<file path="src/rtl/if_stage.sv">
// rtl/if_stage.sv - instruction fetch stage with 1-entry skid buffer and in-flight redirect kill
//
// Purpose: issues instruction-memory requests, registers the fetched
// instruction/pc pair for decode, buffers one fetch across decode stalls and
// discards a fetch that was already in flight when a redirect arrived.
//
// Ports:
//   clk, rst_n            clock (rising edge), asynchronous active-low reset
//   stall, flush          hazard unit: hold / invalidate the IF/ID register
//   redirect_valid/_pc    taken branch/jump target from EX (bit 0 ignored)
//   imem_req/addr         fetch request; held until imem_ready
//   imem_ready/rdata      fetch completion and returned instruction
//   instruction, pc       IF/ID register contents (pc = address of instruction)
//   if_valid              IF/ID register holds a real instruction
module if_stage #(
  parameter logic [15:0] RESET_PC  = 16'h0000,
  parameter logic [15:0] NOP_INSTR = 16'h0000
) (
  input  logic        clk,
  input  logic        rst_n,
  input  logic        stall,
  input  logic        flush,
  input  logic        redirect_valid,
  input  logic [15:0] redirect_pc,
  output logic        imem_req,
  output logic [15:0] imem_addr,
  input  logic        imem_ready,
  input  logic [15:0] imem_rdata,
  output logic [15:0] instruction,
  output logic [15:0] pc,
  output logic        if_valid
);

  typedef enum logic {FETCH = 1'b0, KILL = 1'b1} state_t;

  state_t      r_state;
  state_t      w_next_state;
  logic [15:0] r_fetch_pc;
  logic [15:0] r_redir_pc;   // target waiting for the killed fetch to finish
  logic        r_skid_valid;
  logic [15:0] r_skid_instr;
  logic [15:0] r_skid_pc;
  logic [15:0] r_instr;
  logic [15:0] r_pc;
  logic        r_valid;

  logic        w_hs;
  logic        w_accept;
  logic        w_pending;
  logic [15:0] w_target;

  // Request is gated by rst_n so it is low for the whole reset assertion.
  assign imem_req  = rst_n & ((r_state == KILL) | ~r_skid_valid);
  // In KILL the killed fetch address stays on the bus until it completes.
  assign imem_addr = r_fetch_pc;

  assign w_hs      = imem_req & imem_ready;
  assign w_pending = imem_req & ~imem_ready;
  // Only a FETCH-state handshake without a concurrent redirect delivers data.
  assign w_accept  = w_hs & (r_state == FETCH) & ~redirect_valid;
  assign w_target  = {redirect_pc[15:1], 1'b0};

  assign instruction = r_instr;
  assign pc          = r_pc;
  assign if_valid    = r_valid;

  always_ff @(posedge clk or negedge rst_n) begin
    if (!rst_n) r_state <= FETCH;
    else        r_state <= w_next_state;
  end

  always_comb begin
    w_next_state = r_state;
    if (redirect_valid)
      w_next_state = w_pending ? KILL : FETCH;
    else if (r_state == KILL && w_hs)
      w_next_state = FETCH;
  end

  // Fetch address and redirect target
  always_ff @(posedge clk or negedge rst_n) begin
    if (!rst_n) begin
      r_fetch_pc <= RESET_PC;
      r_redir_pc <= RESET_PC;
    end else if (redirect_valid) begin
      // A still-pending request must keep its address; park the target.
      if (w_pending) r_redir_pc <= w_target;
      else           r_fetch_pc <= w_target;
    end else if (r_state == KILL && w_hs) begin
      r_fetch_pc <= r_redir_pc;
    end else if (w_accept) begin
      r_fetch_pc <= r_fetch_pc + 16'd2;
    end
  end

  // Skid buffer
  always_ff @(posedge clk or negedge rst_n) begin
    if (!rst_n) begin
      r_skid_valid <= 1'b0;
      r_skid_instr <= NOP_INSTR;
      r_skid_pc    <= 16'h0000;
    end else if (redirect_valid) begin
      r_skid_valid <= 1'b0;
    end else if (w_accept && stall) begin
      r_skid_valid <= 1'b1;
      r_skid_instr <= imem_rdata;
      r_skid_pc    <= r_fetch_pc;
    end else if (!stall && !flush && r_skid_valid) begin
      r_skid_valid <= 1'b0;
    end
  end

  // IF/ID output register: flush > stall > skid > handshake > bubble
  always_ff @(posedge clk or negedge rst_n) begin
    if (!rst_n) begin
      r_valid <= 1'b0;
      r_instr <= NOP_INSTR;
      r_pc    <= 16'h0000;
    end else if (flush) begin
      r_valid <= 1'b0;
      r_instr <= NOP_INSTR;
    end else if (stall) begin
      r_valid <= r_valid;
    end else if (r_skid_valid) begin
      r_valid <= 1'b1;
      r_instr <= r_skid_instr;
      r_pc    <= r_skid_pc;
    end else if (w_accept) begin
      r_valid <= 1'b1;
      r_instr <= imem_rdata;
      r_pc    <= r_fetch_pc;
    end else begin
      r_valid <= 1'b0;
      r_instr <= NOP_INSTR;
    end
  end

endmodule

</file>
<file path="config.mk">
export PLATFORM = sky130hd
export DESIGN_NAME = if_stage
export DESIGN_NICKNAME = d
export VERILOG_FILES = /design/src/rtl/if_stage.sv
export SDC_FILE = /design/constraint.sdc
export NUM_CORES = 1
export LEC_CHECK = 0
export CORE_MARGIN = 2
export CORE_UTILIZATION = 23
export CTS_CLUSTER_SIZE = 30
export DETAILED_ROUTE_END_ITERATION = 8
export GPL_TIMING_DRIVEN = 0
export HOLD_SLACK_MARGIN = 0.05
export SETUP_SLACK_MARGIN = 0.15
export SYNTH_ARGS = -nofsm -noshare
export SYNTH_HDL_FRONTEND = slang
export SYNTH_SLANG_ARGS = --single-unit
</file>
<file path="constraint.sdc">
create_clock -name clk -period 2 [get_ports clk]
set_input_delay 0.4 -clock clk [delete_from_list [all_inputs] [get_ports clk]]
set_output_delay 0.4 -clock clk [all_outputs]
set_load 0.005 [all_outputs]
</file>
Run 1, signal wires on met1:
Bar = 50 µm.
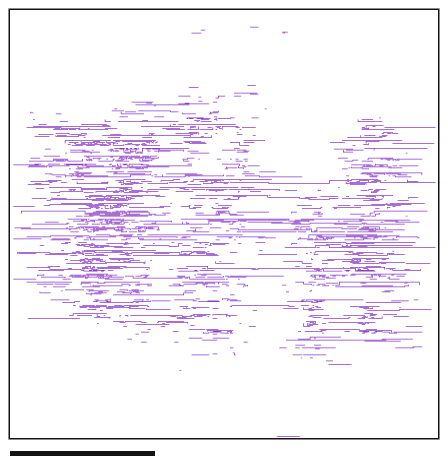
longest straight run = 37.3 µm
wire length on this layer = 5920 µm
share of all routed wire = 44%

Run 1, metal 2:
Bar = 50 µm. Cells faint in the background.
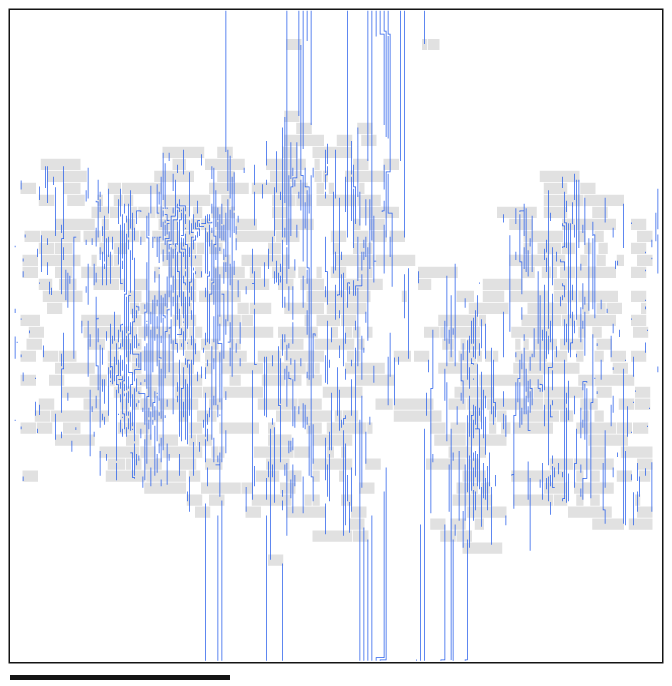
longest straight run = 68.3 µm
wire length on this layer = 6540 µm
main direction = vertical
nets with wire on the layer = 478
share of all routed wire = 49%

Run 1, metal 3:
Bar = 50 µm. Cells faint in the background.
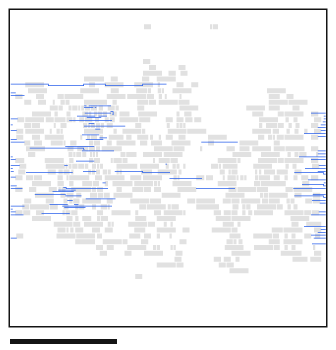
nets with wire on the layer = 86
share of all routed wire = 5.6%
longest straight run = 25.1 µm
wire length on this layer = 740 µm

Run 1, routing congestion:
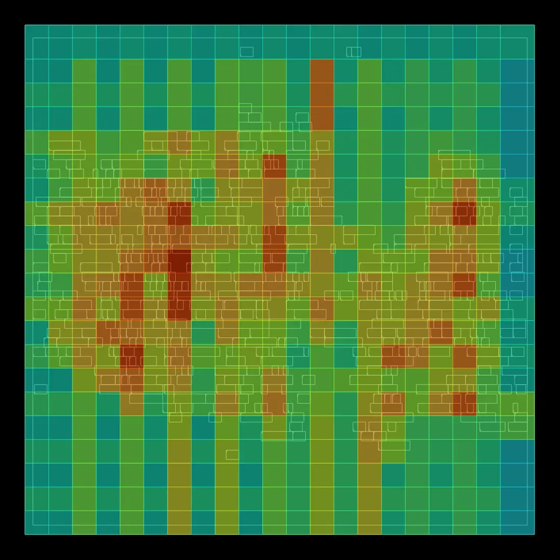
WL/cell: 17.1 µm
met2 Use GR: 20.6%

==> changes_impl.md, run 1 <==
## Flow update

* Status: complete, no violations
* Setup TNS at 0 ps
* Count leader, synth: dfrtp_1
* N_taps at between 200 and 300
* Post-route insts no fill at a little under 800
* Most used logic cell in the final layout: dfrtp_1
* Mapped Cells at ~400
* Crit path from: r_skid_valid$_DFFE_PN0P_
* CP Max Fanout at 7
* Critical path depth in cells at 4
* Clk_buf instances at 12
* Number of synthesis warnings at 0
* Tot Pwr at 6.46 mW
* Leakage at between 2 and 3 nW
* Clock tree buffer depth at 2
* Met1 wire length at just under 6 mm
* Gr usage total at about 13%
* Sw Share at between 20% and 30%
* Wire length on met3 at approximately 740 µm
* Signal buffers share of area at between 10% and 20%
* Standard-cell rows at around 52
* Worst path cell trace: buf_6 -> nand2b_4 -> and2_2 -> dlygate4sd2_1
==> run 2: changes to the inputs <==
Settings changed: CTS_BUF_LIST from default to sky130_fd_sc_hd__clkbuf_16.
Clock period 2 ns to 1.5 ns, I/O delays scaled along.
Run 2, signal wires on met1:
Bar = 50 µm.
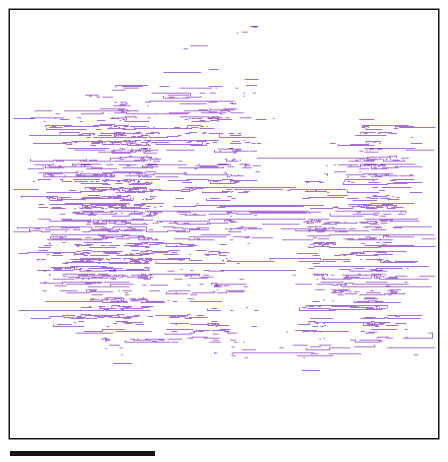
share of all routed wire = 44%
nets with wire on the layer = 525
wire length on this layer = 6270 µm
main direction = horizontal

==> changes_impl.md, run 2 <==
## Flow update

* Most used logic cell in the final layout: dfrtp_1
* Final setup violation count at between 80 and 90
* Critical path depth in cells at 5
* Fin Hold WS at -147 ps
* Sw Share at a little under 30%
* CP Max Fanout at 10
* Setup TNS at -6310 ps
* Met1 wire length at ~6.3 mm
* Met2 Use GR at 22.0%
* N_taps at roughly 270
* Worst setup margin at -150 ps
* Post-route insts no fill at slightly above 800
* Failing checks: hold timing, setup timing
* Leakage at 3.23 nW
* Final Hold Vio Count at roughly 42
* Worst path cell trace: nand4bb_4 -> nor2_8 -> nand2_8 -> buf_12 -> mux2_4
* Status: complete, but fails checks
* Clk_buf instances at 9
* Wire length on met3 at 769 µm
* Mapped Cells at 403
Run 2, metal 2:
Bar = 50 µm. Cells faint in the background.
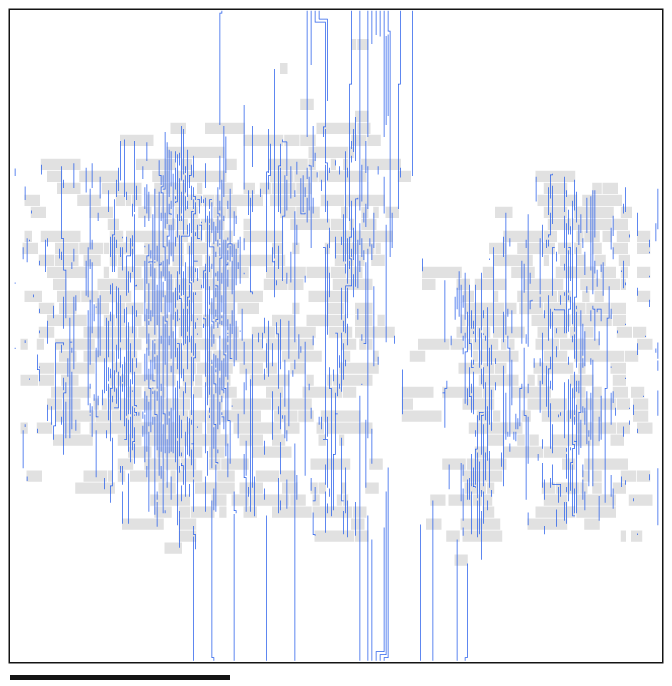

==> run 3: changes to the inputs <==
Settings changed: CORE_ASPECT_RATIO from default to 1.5.
Run 3, metal 2:
Bar = 20 µm. Cells faint in the background.
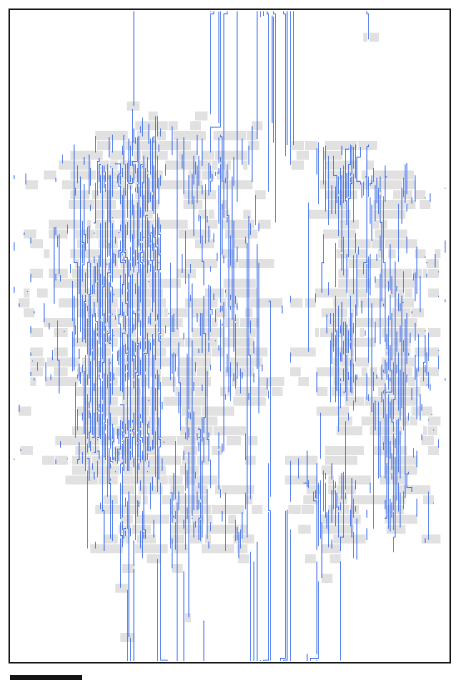
wire length on this layer = 8380 µm
nets with wire on the layer = 549
longest straight run = 81.3 µm

==> changes_impl.md, run 3 <==
## Flow update

* Worst r2r src: r_state$_DFFE_PN0P_
* Simple share at about an eighth
* Tot Pwr at slightly below 9 mW
* Post-route insts no fill at 826
* Wire length on met3 at 641 µm
* Critical path depth in cells at 8
* Gr usage total at 13.4%
* Bufs w/o clock at ~180
* Crit path from: r_state$_DFFE_PN0P_
* Leakage at between 3 and 4 nW
* Final setup violation count at between 70 and 80
* WL/cell at about 19 µm
* Mapped Cells at 403
* CP max-delay cell: dfrtp_1
* Sw Share at between 20 and 30%
* Latency at later pin at between 300 and 400 ps
* Final Hold Vio Count at 32
* Status: complete, but fails checks
* Failing checks: hold timing, setup timing
* Most used logic cell in the final layout: dfrtp_1
* Psw at approximately 2.7 mW
* Setup TNS at -6010 ps
* Worst path max stage delay at a little under 400 ps
* Met2 Use GR at 24.4%
* Fin Hold WS at -183 ps
* Number of synthesis warnings at 0
* Synth async-reset ratio at 100%
* Max VDD drop at just over 0.5 mV
* Met1 wire length at roughly 5.9 mm
* Worst setup margin at -133 ps
* Clk cell area share at roughly 3.9%
* Count leader, synth: dfrtp_1
* Standard-cell rows at 64
* Max-Cap Viols at 0
* DP Worst Slack at -810 ps
* Worst path cell trace: buf_6 -> buf_6 -> and3_4 -> buf_8 -> buf_6 -> mux2i_1 -> o21ai_1 -> mux2_4
* Total die area at about 22000 µm²
* Combinational power share at 33.0%
* Post-synth area hogs: dfrtp_1 (50%), mux2_4 (9.1%), mux2_2 (4.5%)
* N_taps at 264
* Multiplexer share at 17.2%
* Clock tree buffer depth at 2
* Clock Power Share at 25.6%
* Signal buffers share of area at approximately a quarter
No activity file was given, so power comes from the tool's default toggle rates.
